### config.mk
export PLATFORM = sky130hd
export DESIGN_NAME = frontend_pipe_regs
export DESIGN_NICKNAME = d
export VERILOG_FILES = /design/src/rtl/pipe_pkg.sv /design/src/rtl/pipe_reg.sv /design/src/rtl/frontend_pipe_regs.sv
export SDC_FILE = /design/constraint.sdc
export NUM_CORES = 1
export LEC_CHECK = 0
export CORE_AREA = 2 2 222 224
export CTS_CLUSTER_DIAMETER = 40
export CTS_CLUSTER_SIZE = 40
export DETAILED_ROUTE_END_ITERATION = 12
export DIE_AREA = 0 0 224 226
export DONT_BUFFER_PORTS = 1
export MAX_ROUTING_LAYER = met4
export PLACE_DENSITY_LB_ADDON = 0.3
export SLEW_MARGIN = 5
export SYNTH_ARGS = -nofsm -noshare
export SYNTH_HDL_FRONTEND = slang
export SYNTH_SLANG_ARGS = --single-unit
### constraint.sdc
create_clock -name clk -period 15.9 [get_ports clk]
set_input_delay 3.18 -clock clk [delete_from_list [all_inputs] [get_ports clk]]
set_output_delay 3.18 -clock clk [all_outputs]
set_load 0.005 [all_outputs]
### src/rtl/pipe_pkg.sv
// Shared constants and the decode-to-execute bundle for the front-end pipeline registers.
package pipe_pkg;

  localparam int          XLEN_DEF     = 32;
  localparam int          CTRL_W_DEF   = 12;
  localparam logic [31:0] RESET_PC_DEF = 32'h0000_0000;
  localparam logic [31:0] NOP_INSTR    = 32'h0000_0013;  // addi x0, x0, 0

  typedef struct packed {
    logic [CTRL_W_DEF-1:0] ctrl;
    logic [XLEN_DEF-1:0]   rd1;
    logic [XLEN_DEF-1:0]   rd2;
    logic [XLEN_DEF-1:0]   imm;
    logic [XLEN_DEF-1:0]   pc;
    logic [XLEN_DEF-1:0]   pc_plus4;
    logic [4:0]            rs1;
    logic [4:0]            rs2;
    logic [4:0]            rd;
    logic                  valid;
  } de_bundle_t;

endpackage

### src/rtl/pipe_reg.sv
// Generic pipeline register: async reset and synchronous clear both load CLR_VAL; clear beats enable.
module pipe_reg #(
  parameter int               WIDTH   = 32,
  parameter logic [WIDTH-1:0] CLR_VAL = '0
) (
  input  logic             clk,
  input  logic             reset,
  input  logic             en,
  input  logic             clr,
  input  logic [WIDTH-1:0] d,
  output logic [WIDTH-1:0] q
);

  always_ff @(posedge clk or posedge reset) begin
    if (reset)   q <= CLR_VAL;
    else if (clr) q <= CLR_VAL;
    else if (en)  q <= d;
  end

endmodule

### src/rtl/frontend_pipe_regs.sv
// PC, IF/ID and ID/EX registers with hazard-unit stall/flush/redirect controls and
// saturating stall/flush performance counters.
module frontend_pipe_regs
  import pipe_pkg::*;
#(
  parameter int               XLEN     = XLEN_DEF,
  parameter logic [XLEN-1:0]  RESET_PC = RESET_PC_DEF,
  parameter int               CTRL_W   = CTRL_W_DEF,
  parameter int               CNT_W    = 32
) (
  input  logic              clk,
  input  logic              reset,
  input  logic              stall_f,
  input  logic              stall_d,
  input  logic              flush_d,
  input  logic              flush_e,
  input  logic              pc_src_e,
  input  logic [XLEN-1:0]   pc_target_e,
  input  logic [31:0]       instr_f,
  output logic [XLEN-1:0]   pc_f,
  output logic [31:0]       instr_d,
  output logic [XLEN-1:0]   pc_d,
  output logic [XLEN-1:0]   pc_plus4_d,
  output logic              valid_d,
  input  logic [CTRL_W-1:0] ctrl_d,
  input  logic [XLEN-1:0]   rd1_d,
  input  logic [XLEN-1:0]   rd2_d,
  input  logic [XLEN-1:0]   imm_d,
  input  logic [4:0]        rs1_d,
  input  logic [4:0]        rs2_d,
  input  logic [4:0]        rd_d,
  output logic [CTRL_W-1:0] ctrl_e,
  output logic [XLEN-1:0]   rd1_e,
  output logic [XLEN-1:0]   rd2_e,
  output logic [XLEN-1:0]   imm_e,
  output logic [XLEN-1:0]   pc_e,
  output logic [XLEN-1:0]   pc_plus4_e,
  output logic [4:0]        rs1_e,
  output logic [4:0]        rs2_e,
  output logic [4:0]        rd_e,
  output logic              valid_e,
  output logic [CNT_W-1:0]  stall_cnt,
  output logic [CNT_W-1:0]  flush_cnt
);

  localparam int              FD_W    = 32 + 2*XLEN + 1;
  localparam int              DE_W    = CTRL_W + 5*XLEN + 15 + 1;
  localparam logic [FD_W-1:0] FD_CLR  = {NOP_INSTR, {(2*XLEN+1){1'b0}}};
  localparam logic [CNT_W-1:0] CNT_MAX = '1;

  logic [XLEN-1:0] pc_plus4_f;
  logic [FD_W-1:0] fd_d, fd_q;
  logic [DE_W-1:0] de_d, de_q;

  assign pc_plus4_f = pc_f + XLEN'(4);

  // Redirect outranks stall so a taken branch is never lost behind a load-use hold.
  always_ff @(posedge clk or posedge reset) begin
    if (reset)         pc_f <= RESET_PC;
    else if (pc_src_e) pc_f <= pc_target_e;
    else if (!stall_f) pc_f <= pc_plus4_f;
  end

  assign fd_d = {instr_f, pc_f, pc_plus4_f, 1'b1};

  pipe_reg #(.WIDTH(FD_W), .CLR_VAL(FD_CLR)) u_if_id (
    .clk   (clk),
    .reset (reset),
    .en    (~stall_d),
    .clr   (flush_d),
    .d     (fd_d),
    .q     (fd_q)
  );

  assign {instr_d, pc_d, pc_plus4_d, valid_d} = fd_q;

  assign de_d = {ctrl_d, rd1_d, rd2_d, imm_d, pc_d, pc_plus4_d, rs1_d, rs2_d, rd_d, valid_d};

  // No hold on ID/EX: a stalled decode always comes with flush_e from the hazard unit.
  pipe_reg #(.WIDTH(DE_W), .CLR_VAL('0)) u_id_ex (
    .clk   (clk),
    .reset (reset),
    .en    (1'b1),
    .clr   (flush_e),
    .d     (de_d),
    .q     (de_q)
  );

  assign {ctrl_e, rd1_e, rd2_e, imm_e, pc_e, pc_plus4_e, rs1_e, rs2_e, rd_e, valid_e} = de_q;

  always_ff @(posedge clk or posedge reset) begin
    if (reset) begin
      stall_cnt <= '0;
      flush_cnt <= '0;
    end else begin
      if ((stall_f | stall_d) && stall_cnt != CNT_MAX) stall_cnt <= stall_cnt + CNT_W'(1);
      if ((flush_d | flush_e) && flush_cnt != CNT_MAX) flush_cnt <= flush_cnt + CNT_W'(1);
    end
  end

endmodule

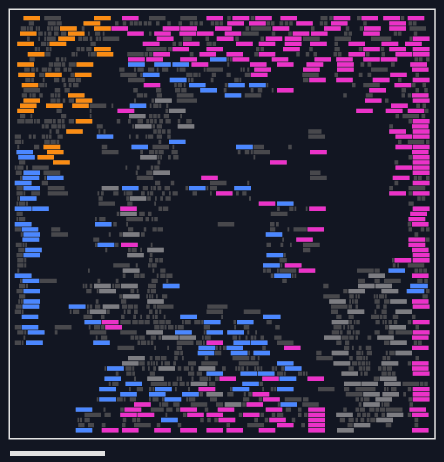
Fig. 1. Sequential cells grouped by signal name (run 1).
The bar under the picture is 50 um long. Other sequential cells in the stronger grey, the rest of the logic in the fainter grey.
orange -> stall_cnt  # placed flops 32, where upper left
blue -> u_if_id.q  # placed flops 95
magenta -> u_id_ex.q  # placed flops 186, where spread over the die

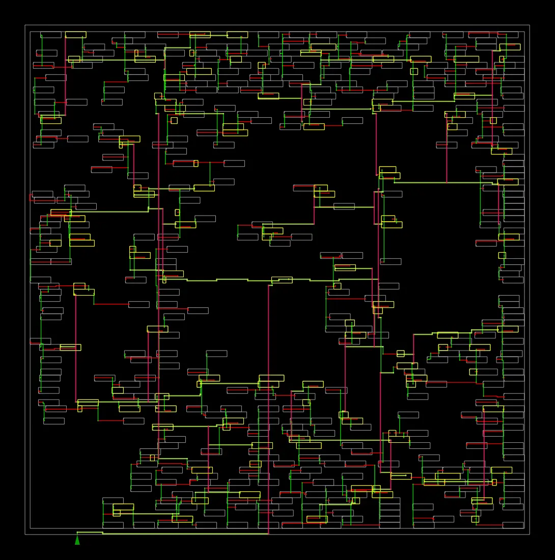
Fig. 2. Clock routing (run 1).
clock buf count: 79
skew final: 0.0293 ns
Inserted Clock Buffers: 70

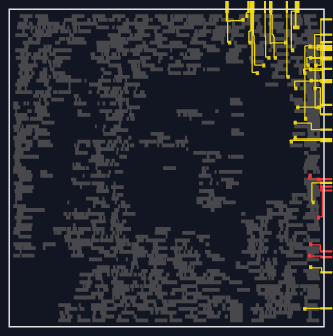
Fig. 3. Wires at chosen ports, followed through buffers (run 1).
red -> rs1_d  # direction input, end cells 5, buffers 0, wire 75.7 um
yellow -> rd1_d  # direction input, end cells 32, buffers 0, wire 888 um
IO Port Bufs: 0
Ports: 575

==> Changelog: implementation, run 1 <==
### Changed

* Layout net count at between 1000 and 1500
* Achievable Freq at roughly 210 MHz
* Clock Power Share at a little over half
* P_sw at approximately 0.73 mW
* Met3 usage at slightly below 9%
* Seq share, synth at between 60% and 70%
* Placed cell count at approximately 1800
* H-Tree Depth at 3
* Highest-delay cell along the critical path: buf_4
* Grt total ovfl at 0
* Main logic family: simple AND/OR/NAND/NOR gates
* Mapped Cells at approximately 1300
* P&R area growth vs syn at 19.8%
* Routed vias/inst at about 4.8
* Hold WS at ~0.52 ns
* CTS clock-pin slew for the worst setup and hold paths at around 0.050 ns
* Max-slew headroom at around a quarter
* Largest net degree at the start of global routing at between 150 and 200
* Cell chain of the critical path: inv_8, buf_12, buf_4
* Post-synth EDFFs at 0
* Pre-Place Util at between 30% and 40%
* Synthesized netlist net count at 1498
* Adder share at 0.249%
* Share of power burned in registers at between 40% and 50%
* Post-Syn Area at 0.0151 mm^2
* Pint at roughly 2.1 mW
* Status: finished, final reports clean
* Share of cells above drive strength 1 at 10.9%
* CP Launch Type: input port
* RSZ-0062 raised after global routing: false
* Yosys chip area at ~0.015 mm^2
* Crit path from: reset
* Remaining DRCs at 0
* Final wirelength at between 40000 and 50000 um
* # rows at roughly 81
* Antenna Nets Post-Route at 0
* Largest stage delay on the critical path at 0.89 ns
* Syn avg cell area at roughly 12 um^2
* Via count at ~9600
* Comb pwr share at 5.0%
[run 1: cell usage after synthesis (2+ instances only)]
cell type / count / area share, %
nand4_1: 41 / 1.7
a211o_1: 3 / 0.17
a21oi_1: 26 / 0.86
or4_1: 3 / 0.15
nor2_1: 119 / 3.0
buf_4: 4 / 0.20
nor4_1: 20 / 0.83
nand4b_1: 3 / 0.17
buf_2: 5 / 0.17
buf_1: 9 / 0.22
nor4b_1: 2 / 0.12
and3_1: 14 / 0.58
o21ai_0: 32 / 1.1
and4_1: 8 / 0.47
mux2_2: 5 / 0.37
o21a_1: 3 / 0.15
nand3_1: 34 / 1.1
mux2i_1: 67 / 4.5
nor2b_1: 177 / 7.4
inv_1: 25 / 0.62
nor4_2: 2 / 0.17
and2_1: 8 / 0.33
xnor2_1: 49 / 2.9
nor3_1: 18 / 0.60
dfstp_2: 3 / 0.52
ha_1: 3 / 0.25
nand2_1: 79 / 2.0
or2_2: 3 / 0.12
nand3b_1: 5 / 0.25
a211oi_1: 3 / 0.15
clkbuf_1: 61 / 1.5
dfrtp_1: 374 / 62
a21o_1: 13 / 0.65
xor2_1: 65 / 3.8
[run 1: critical path: cells and delay by family]
family / cells / cell delay [ns]
buf+inv: 3 / 2.01
[run 1: sequential cells by signal, summed over array words and instances, names as in the netlist]
signal,cells
stall_cnt,32
u_id_ex.q,186
flush_cnt,32
u_if_id.q,95
pc_f,32
[run 1: area by class of cell]
type,instances,area (um^2)
fillers,4645,30300
flip-flops and latches,377,9440
multi-input cells,818,5200
clock buffers,79,1850
well taps,622,778
clock inverters,48,619
inverters,26,105
repair buffers,4,42.5
diodes,4,10.0
[run 1: per-stage QoR]
step | setup WS [ns] | instance area (um^2)
after floorplan | 2.25 | 15100
after global placement | 10.21 | 15600
after detailed placement | 10.14 | 15600
after CTS | 10.79 | 18000
after global routing | 10.59 | 18000
final | 11.14 | 18000
[run 1: cells in the final DEF, fill, tap and decap left out, types with 6 or more instances in the layout]
master,instances
and2_1,8
nand2_1,79
mux2i_1,67
a21oi_1,26
o21ai_0,32
nor4_1,19
nor2b_1,177
clkinv_2,8
clkbuf_8,6
nor2_1,119
xor2_1,65
and3_1,14
bufinv_16,8
inv_1,24
clkinv_4,8
inv_6,9
nor3_1,18
and4_1,8
xnor2_1,49
dfrtp_1,374
nand3_1,34
a21o_1,13
clkbuf_16,70
nand4_1,41
inv_8,8
[run 1: power by group through the flow]
stage	clock [mW]	sequential (mW)	combinational (mW)
2_1_floorplan	0	1.10	0.140
3_3_place_gp	0	1.15	0.140
3_5_place_dp	0	1.15	0.145
4_1_cts	1.58	1.14	0.145
5_1_grt	1.62	1.15	0.165
6_report	1.54	1.13	0.142
[run 1: path summary, 6_finish.rpt]
path                                        endpoint  slack (ns)  depth (start not counted)
max                        u_if_id.q[95]$_DFFE_PP0P_       11.14                          3
max reg2reg                u_if_id.q[23]$_DFFE_PP0P_       13.04                          6
min in group asynchronous   u_id_ex.q[127]$_DFF_PP0_        2.61                          1
min reg2reg                stall_cnt[29]$_DFFE_PP0P_        0.52                          1
max in group clk                            pc_f[19]       11.42                          0
min                        stall_cnt[29]$_DFFE_PP0P_        0.52                          1
Fig. 4: run 1, cell sizes after repair
The bar under the picture is 50 um long.
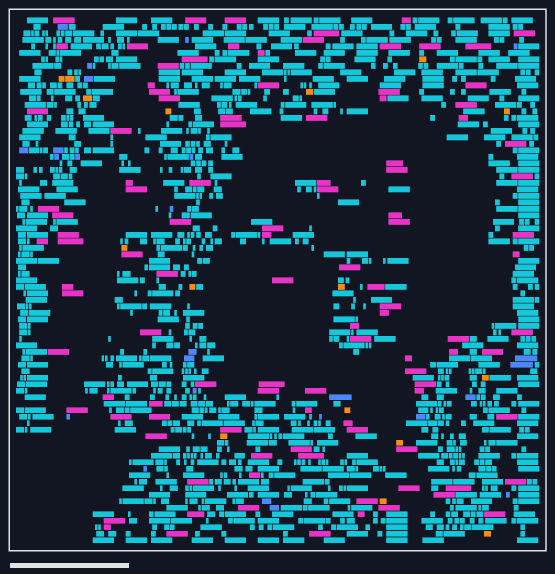

## Run 2: what changed since run 1
==> constraint.sdc (replaced) <==
create_clock -name clk -period 4.7 [get_ports clk]
set_input_delay 0.94 -clock clk [delete_from_list [all_inputs] [get_ports clk]]
set_output_delay 0.94 -clock clk [all_outputs]
set_load 0.005 [all_outputs]
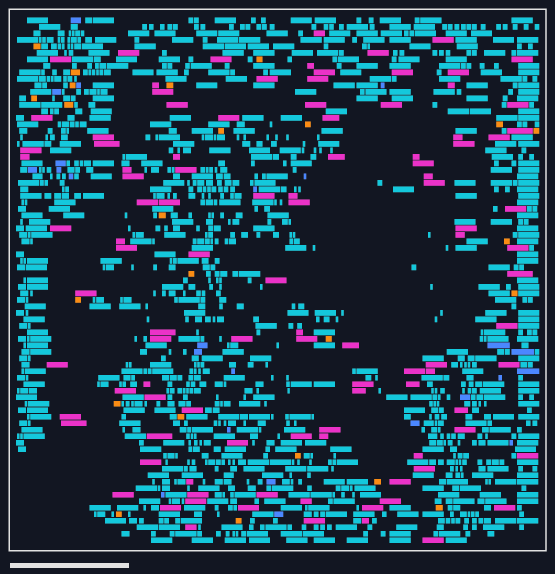
Fig. 5. Cell sizes after repair (run 2).
The bar under the picture is 50 um long.
cyan -> drive 1 or less  # cells 1202, most used dfrtp_1
orange -> drive 3 to 4  # cells 24, most used clkinvlp_4
magenta -> drive 6 and up  # cells 104, most used clkbuf_16
blue -> drive 2  # cells 24, most used clkinv_2
P&R area growth vs syn: 19.6%
crit path setup slack, layout: 2.10 ns

==> Changelog: implementation, run 2 <==
### Changed

* Max-slew headroom at 27.7%
* Mapped Cells at about 1300
* Share of cells above drive strength 1 at about 11%
* # rows at 81
* Post-Syn Area at between 0.015 and 0.02 mm^2
* Remaining DRCs at 0
* Seq share, synth at 62.7%
* Antenna Nets Post-Route at 0
* Crit path from: stall_cnt[24]$_DFFE_PP0P_
* Main synth FF type: dfrtp_1
* Main area contributors: dfrtp_1 62%, nor2b_1 7.4%, mux2i_1 4.5%
* Fill cell count at approximately 4700
* Achievable Freq at 385 MHz
* Top cell excl fill/tap: dfrtp_1
* Placed cell count at 1850
* Hold WS at 0.351 ns
* Post-synth top area cell: dfrtp_1
* H-Tree Depth at 3
* Post-synth EDFFs at 0
* Register bit total from synthesis at about 380
* Ports at approximately 580
* Routed vias/inst at between 4 and 5
* R2R cell count at 6
* Most frequent cells in the layout: 374 x dfrtp_1, 177 x nor2b_1, 119 x nor2_1
* CTS clock-pin slew for the worst setup and hold paths at about 0.060 ns
* IO Port Bufs at 0
* Yosys chip area at 0.0151 mm^2
* Top flop regs: u_id_ex.q (186), u_if_id.q (95)
* Synthesized netlist net count at ~1500
* Via count at 9553
* Grt total ovfl at 0
* Skew final at between 0.02 and 0.03 ns
* Reg with most FFs: u_id_ex.q
* Count leader, synth: dfrtp_1
* Final wirelength at between 40000 and 50000 um
* Pre-Place Util at 31.1%
* Status: finished, final reports clean
* Largest net degree at the start of global routing at 189
* Layout net count at 1497
* Inserted Clock Buffers at 70
* CP Launch Type: register
* Worst vdd ir at 0.353 mV
* Area leader share at between 60% and 70%
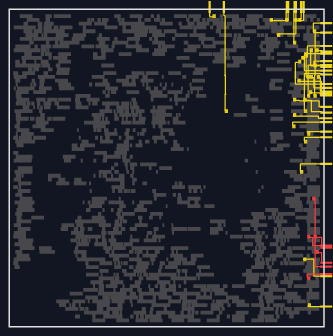
Fig. 6. Wires at chosen ports, followed through buffers (run 2).
yellow -> rd1_d  # direction input, end cells 32, buffers 0, wire 723 um
red -> rs1_d  # direction input, end cells 5, buffers 0, wire 112 um

run 2: netlist changes by cell type in the layout (fill, tap and decap cells not counted), sizes merged:
cell / previous run / this run
buf: 4 / 7
bufinv: 8 / 6
clkbuf: 79 / 74
clkinv: 19 / 18
clkinvlp: 3 / 10
diode: 4 / 6
run 2: report_power, final:
part / leakage [nW] / switching [mW] / total (mW) / internal (mW)
sequential: 4.92 / 0.357 / 3.84 / 3.48
clock: 1.15 / 1.84 / 5.03 / 3.19
combinational: 2.06 / 0.258 / 0.487 / 0.229
run 2: final timing paths:
| kind | endpoint | slack (ns) |
|---|---|---|
| min reg2reg | stall_cnt[29]$_DFFE_PP0P_ | 0.53 |
| max | stall_cnt[1]$_DFFE_PP0P_ | 2.10 |
| max in group asynchronous | u_if_id.q[84]$_DFFE_PP0P_ | 3.28 |
| max reg2reg | stall_cnt[1]$_DFFE_PP0P_ | 2.10 |
| min in group clk | u_if_id.q[0]$_DFFE_PP0P_ | 0.43 |
| min | u_id_ex.q[178]$_DFF_PP0_ | 0.35 |
run 2: cells by family (layout without fill, tap and decap cells):
family / after synthesis / after routing / synth area share [%]
buffers and inverters: 106 / 159 / 2.83
adder cells (fa/ha/maj): 3 / 3 / 0.249
flip-flops: 377 / 377 / 62.7
AND/OR/NAND/NOR: 544 / 544 / 19.4
XOR/XNOR: 114 / 114 / 6.63
other: 0 / 6 / 0
multiplexers: 72 / 72 / 4.83
AND-OR/OR-AND: 85 / 85 / 3.32
run 2: per-stage QoR:
| stage | cell area [um^2] | utilization, % | setup TNS (ns) | setup WS, ns |
|---|---|---|---|---|
| floorplan | 15100 | - | -486.80 | -1.30 |
| global placement | 15600 | 32.3 | 0 | 2.05 |
| detailed placement | 15600 | 32.3 | 0 | 2.02 |
| CTS | 18000 | 37.2 | 0 | 2.09 |
| global route | 18000 | 37.2 | 0 | 1.84 |
| finish | 18000 | 37.3 | 0 | 2.10 |
run 2: worst max-delay path: stages, from the launching register on:
cell	delay [ns]
dfrtp_1	0.49
nand4_2	0.18
or4_1	0.57
nor4_1	0.60
buf_4	0.28
nor2_1	0.07
mux2_2	0.30
run 2: area by class of cell:
type	instances	area, um^2	share of cell area [%]
antenna	6	15.0	0.0834
clock buffer	74	1800	9.98
clock inverter	52	593	3.29
inverter	26	101	0.563
multi-input combinational	818	5200	28.9
sequential	377	9440	52.4
tap	622	778	4.32
timing repair buffer	7	90.1	0.500
run 2: per-layer routing:
metal  up-vias  track usage (%)  part of all wire, %  routed length [um]
li1       4331                -                    -                   -
met1      4717             20.1                   37               17100
met2       433             28.4                   49               22200
met3        72             8.82                   12                5410
met4         0             7.40                  2.4                1100
met5         -                -                    0                   0
Fig. 7: run 2, sequential cells grouped by signal name
The bar under the picture is 50 um long. Other sequential cells in the stronger grey, the rest of the logic in the fainter grey.
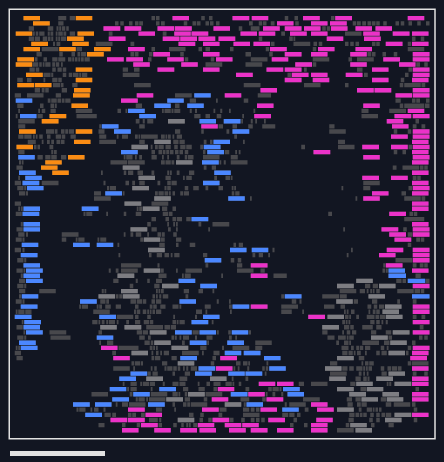

## Run 3: what changed since run 2
==> constraint.sdc (replaced) <==
create_clock -name clk -period 2.21 [get_ports clk]
set_input_delay 0.442 -clock clk [delete_from_list [all_inputs] [get_ports clk]]
set_output_delay 0.442 -clock clk [all_outputs]
set_load 0.005 [all_outputs]
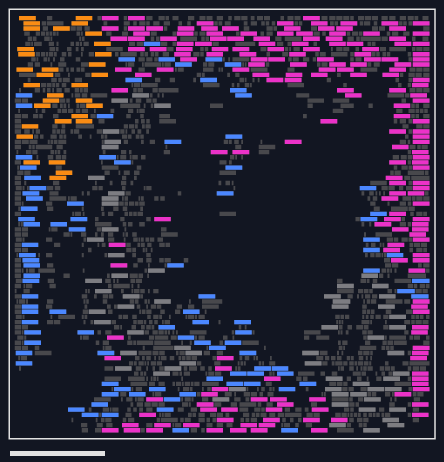
Fig. 8. Sequential cells grouped by signal name (run 3).
The bar under the picture is 50 um long. Other sequential cells in the stronger grey, the rest of the logic in the fainter grey.
blue -> u_if_id.q  # placed flops 95, where spread over the die
orange -> stall_cnt  # placed flops 32, where upper left
magenta -> u_id_ex.q  # placed flops 186, where spread over the die

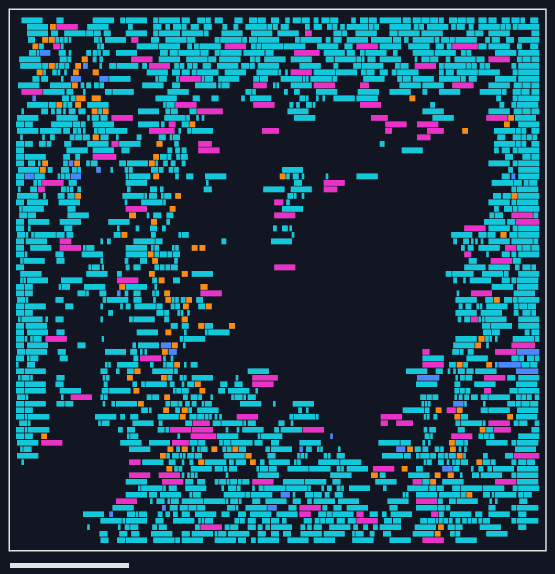
Fig. 9. Cell sizes after repair (run 3).
The bar under the picture is 50 um long.
orange -> drive 3 to 4  # cells 104, most used buf_4
magenta -> drive 6 and up  # cells 102, most used clkbuf_16
blue -> drive 2  # cells 26, most used clkinv_2
cyan -> drive 1 or less  # cells 1435, most used dfrtp_1

==> Changelog: implementation, run 3 <==
### Changed

* Reg with most FFs: u_id_ex.q
* Seq share, synth at approximately 63%
* Max-slew headroom at between 30% and 40%
* Ports at 575
* # rows at 81
* Post-synth EDFFs at 0
* Post-Syn Area at about 0.015 mm^2
* Syn avg cell area at around 12 um^2
* Main synth FF type: dfrtp_1
* Antenna Nets Post-Route at 0
* Top cells by count: 374 x dfrtp_1, 177 x nor2b_1, 119 x nor2_1, 79 x nand2_1, 67 x mux2i_1
* RSZ-0062 raised after global routing: false
* Routed vias/inst at between 4 and 5
* Count leader, synth: dfrtp_1
* Share of cells above drive strength 1 at around 14%
* Final wirelength at about 50000 um
* CP Launch Type: register
* Top cell excl fill/tap: dfrtp_1
* Status: finished, final reports clean
* Yosys chip area at ~0.015 mm^2
* Remaining DRCs at 0
* Skew final at 0.0223 ns
* Inserted Clock Buffers at 59
* Hold WS at 0.0414 ns
* Most frequent cells in the layout: 373 x dfrtp_1, 229 x dlygate4sd3_1, 177 x nor2b_1
* Pint at 14.4 mW
* P_sw at a little over 5 mW
* Comb pwr share at 10.0%
* Post-synth top area cell: dfrtp_1
* Core Util, Final at 43.1%
-- run 3: per-layer routing --
metal  vias to the layer above  part of all wire, %  track usage [%]
met2                       443                   49             31.3
met4                         0                  2.6             6.19
met1                      5419                   40             21.8
met5                         -                    0                -
met3                        92                  8.9             7.26
li1                       4953                    -                -
-- run 3: logic make-up (layout without fill, tap and decap cells) --
family / Yosys count / in the layout / share of synthesized area, %
fa+ha+maj: 3 / 3 / 0.249
buf+inv: 106 / 472 / 2.83
compound gates: 85 / 85 / 3.32
mux: 72 / 72 / 4.83
simple gates: 544 / 544 / 19.4
other cells: 0 / 3 / 0
flops: 377 / 377 / 62.7
xor+xnor: 114 / 114 / 6.63
-- run 3: repair_timing --
item	CTS	global route
endpoints found under the setup margin	0	13
hold buffers	233	0
endpoints found under the hold margin	343	0
setup buffers	0	1
resized	0	3
-- run 3: power groups by stage --
stage	clock, mW	combinational [mW]	sequential (mW)
2_1_floorplan	0	1.01	7.93
3_3_place_gp	0	1.48	8.05
3_5_place_dp	0	1.51	8.06
4_1_cts	9.82	1.96	7.94
5_1_grt	10.2	2.15	8.01
6_report	9.60	1.94	7.94
-- run 3: stage by stage --
stage / worst slack, ns / instance area, um^2 / std cells / TNS (ns) / total power [mW]
2_1_floorplan: -3.29 / 15100 / 1301 / -1237.53 / 8.94
3_3_place_gp: 0.124 / 16300 / 1943 / 0 / 9.53
3_5_place_dp: 0.0458 / 16300 / 1943 / 0 / 9.56
4_1_cts: 0.0206 / 20800 / 2288 / 0 / 19.7
5_1_grt: 0.00406 / 20800 / 2292 / 0 / 20.3
6_report: 0.0954 / 20800 / 2292 / 0 / 19.5
-- run 3: layout make-up --
class	instances	area, um^2
diodes	3	7.51
clock buffers	71	1560
clock inverters	41	522
fillers	4455	27500
inverters	26	101
multi-input cells	818	5210
flip-flops and latches	377	9440
well taps	622	778
repair buffers	334	3230
-- run 3: final timing paths --
| kind | endpoint | slack (ns) | cells after the start |
|---|---|---|---|
| worst max-delay path | stall_cnt[2]$_DFFE_PP0P_ | 0.1 | 5 |
| worst max register to register | stall_cnt[2]$_DFFE_PP0P_ | 0.1 | 5 |
| worst min-delay path | u_if_id.q[84]$_DFFE_PP0P_ | 0.04 | 2 |
| worst min register to register | stall_cnt[21]$_DFFE_PP0P_ | 0.54 | 1 |
| min in group asynchronous | u_id_ex.q[146]$_DFF_PP0_ | 0.32 | 2 |
| max in group asynchronous | u_id_ex.q[58]$_DFF_PP0_ | 1.09 | 4 |
-- run 3: critical path: cells and delay by family (launching register included) --
kind	cells	cell delay, ns
flops	1	0.38
buf+inv	1	0.08
xor+xnor	1	0.13
simple gates	3	1.40
Power figures rest on the tool's default switching activity, not on a simulated workload.
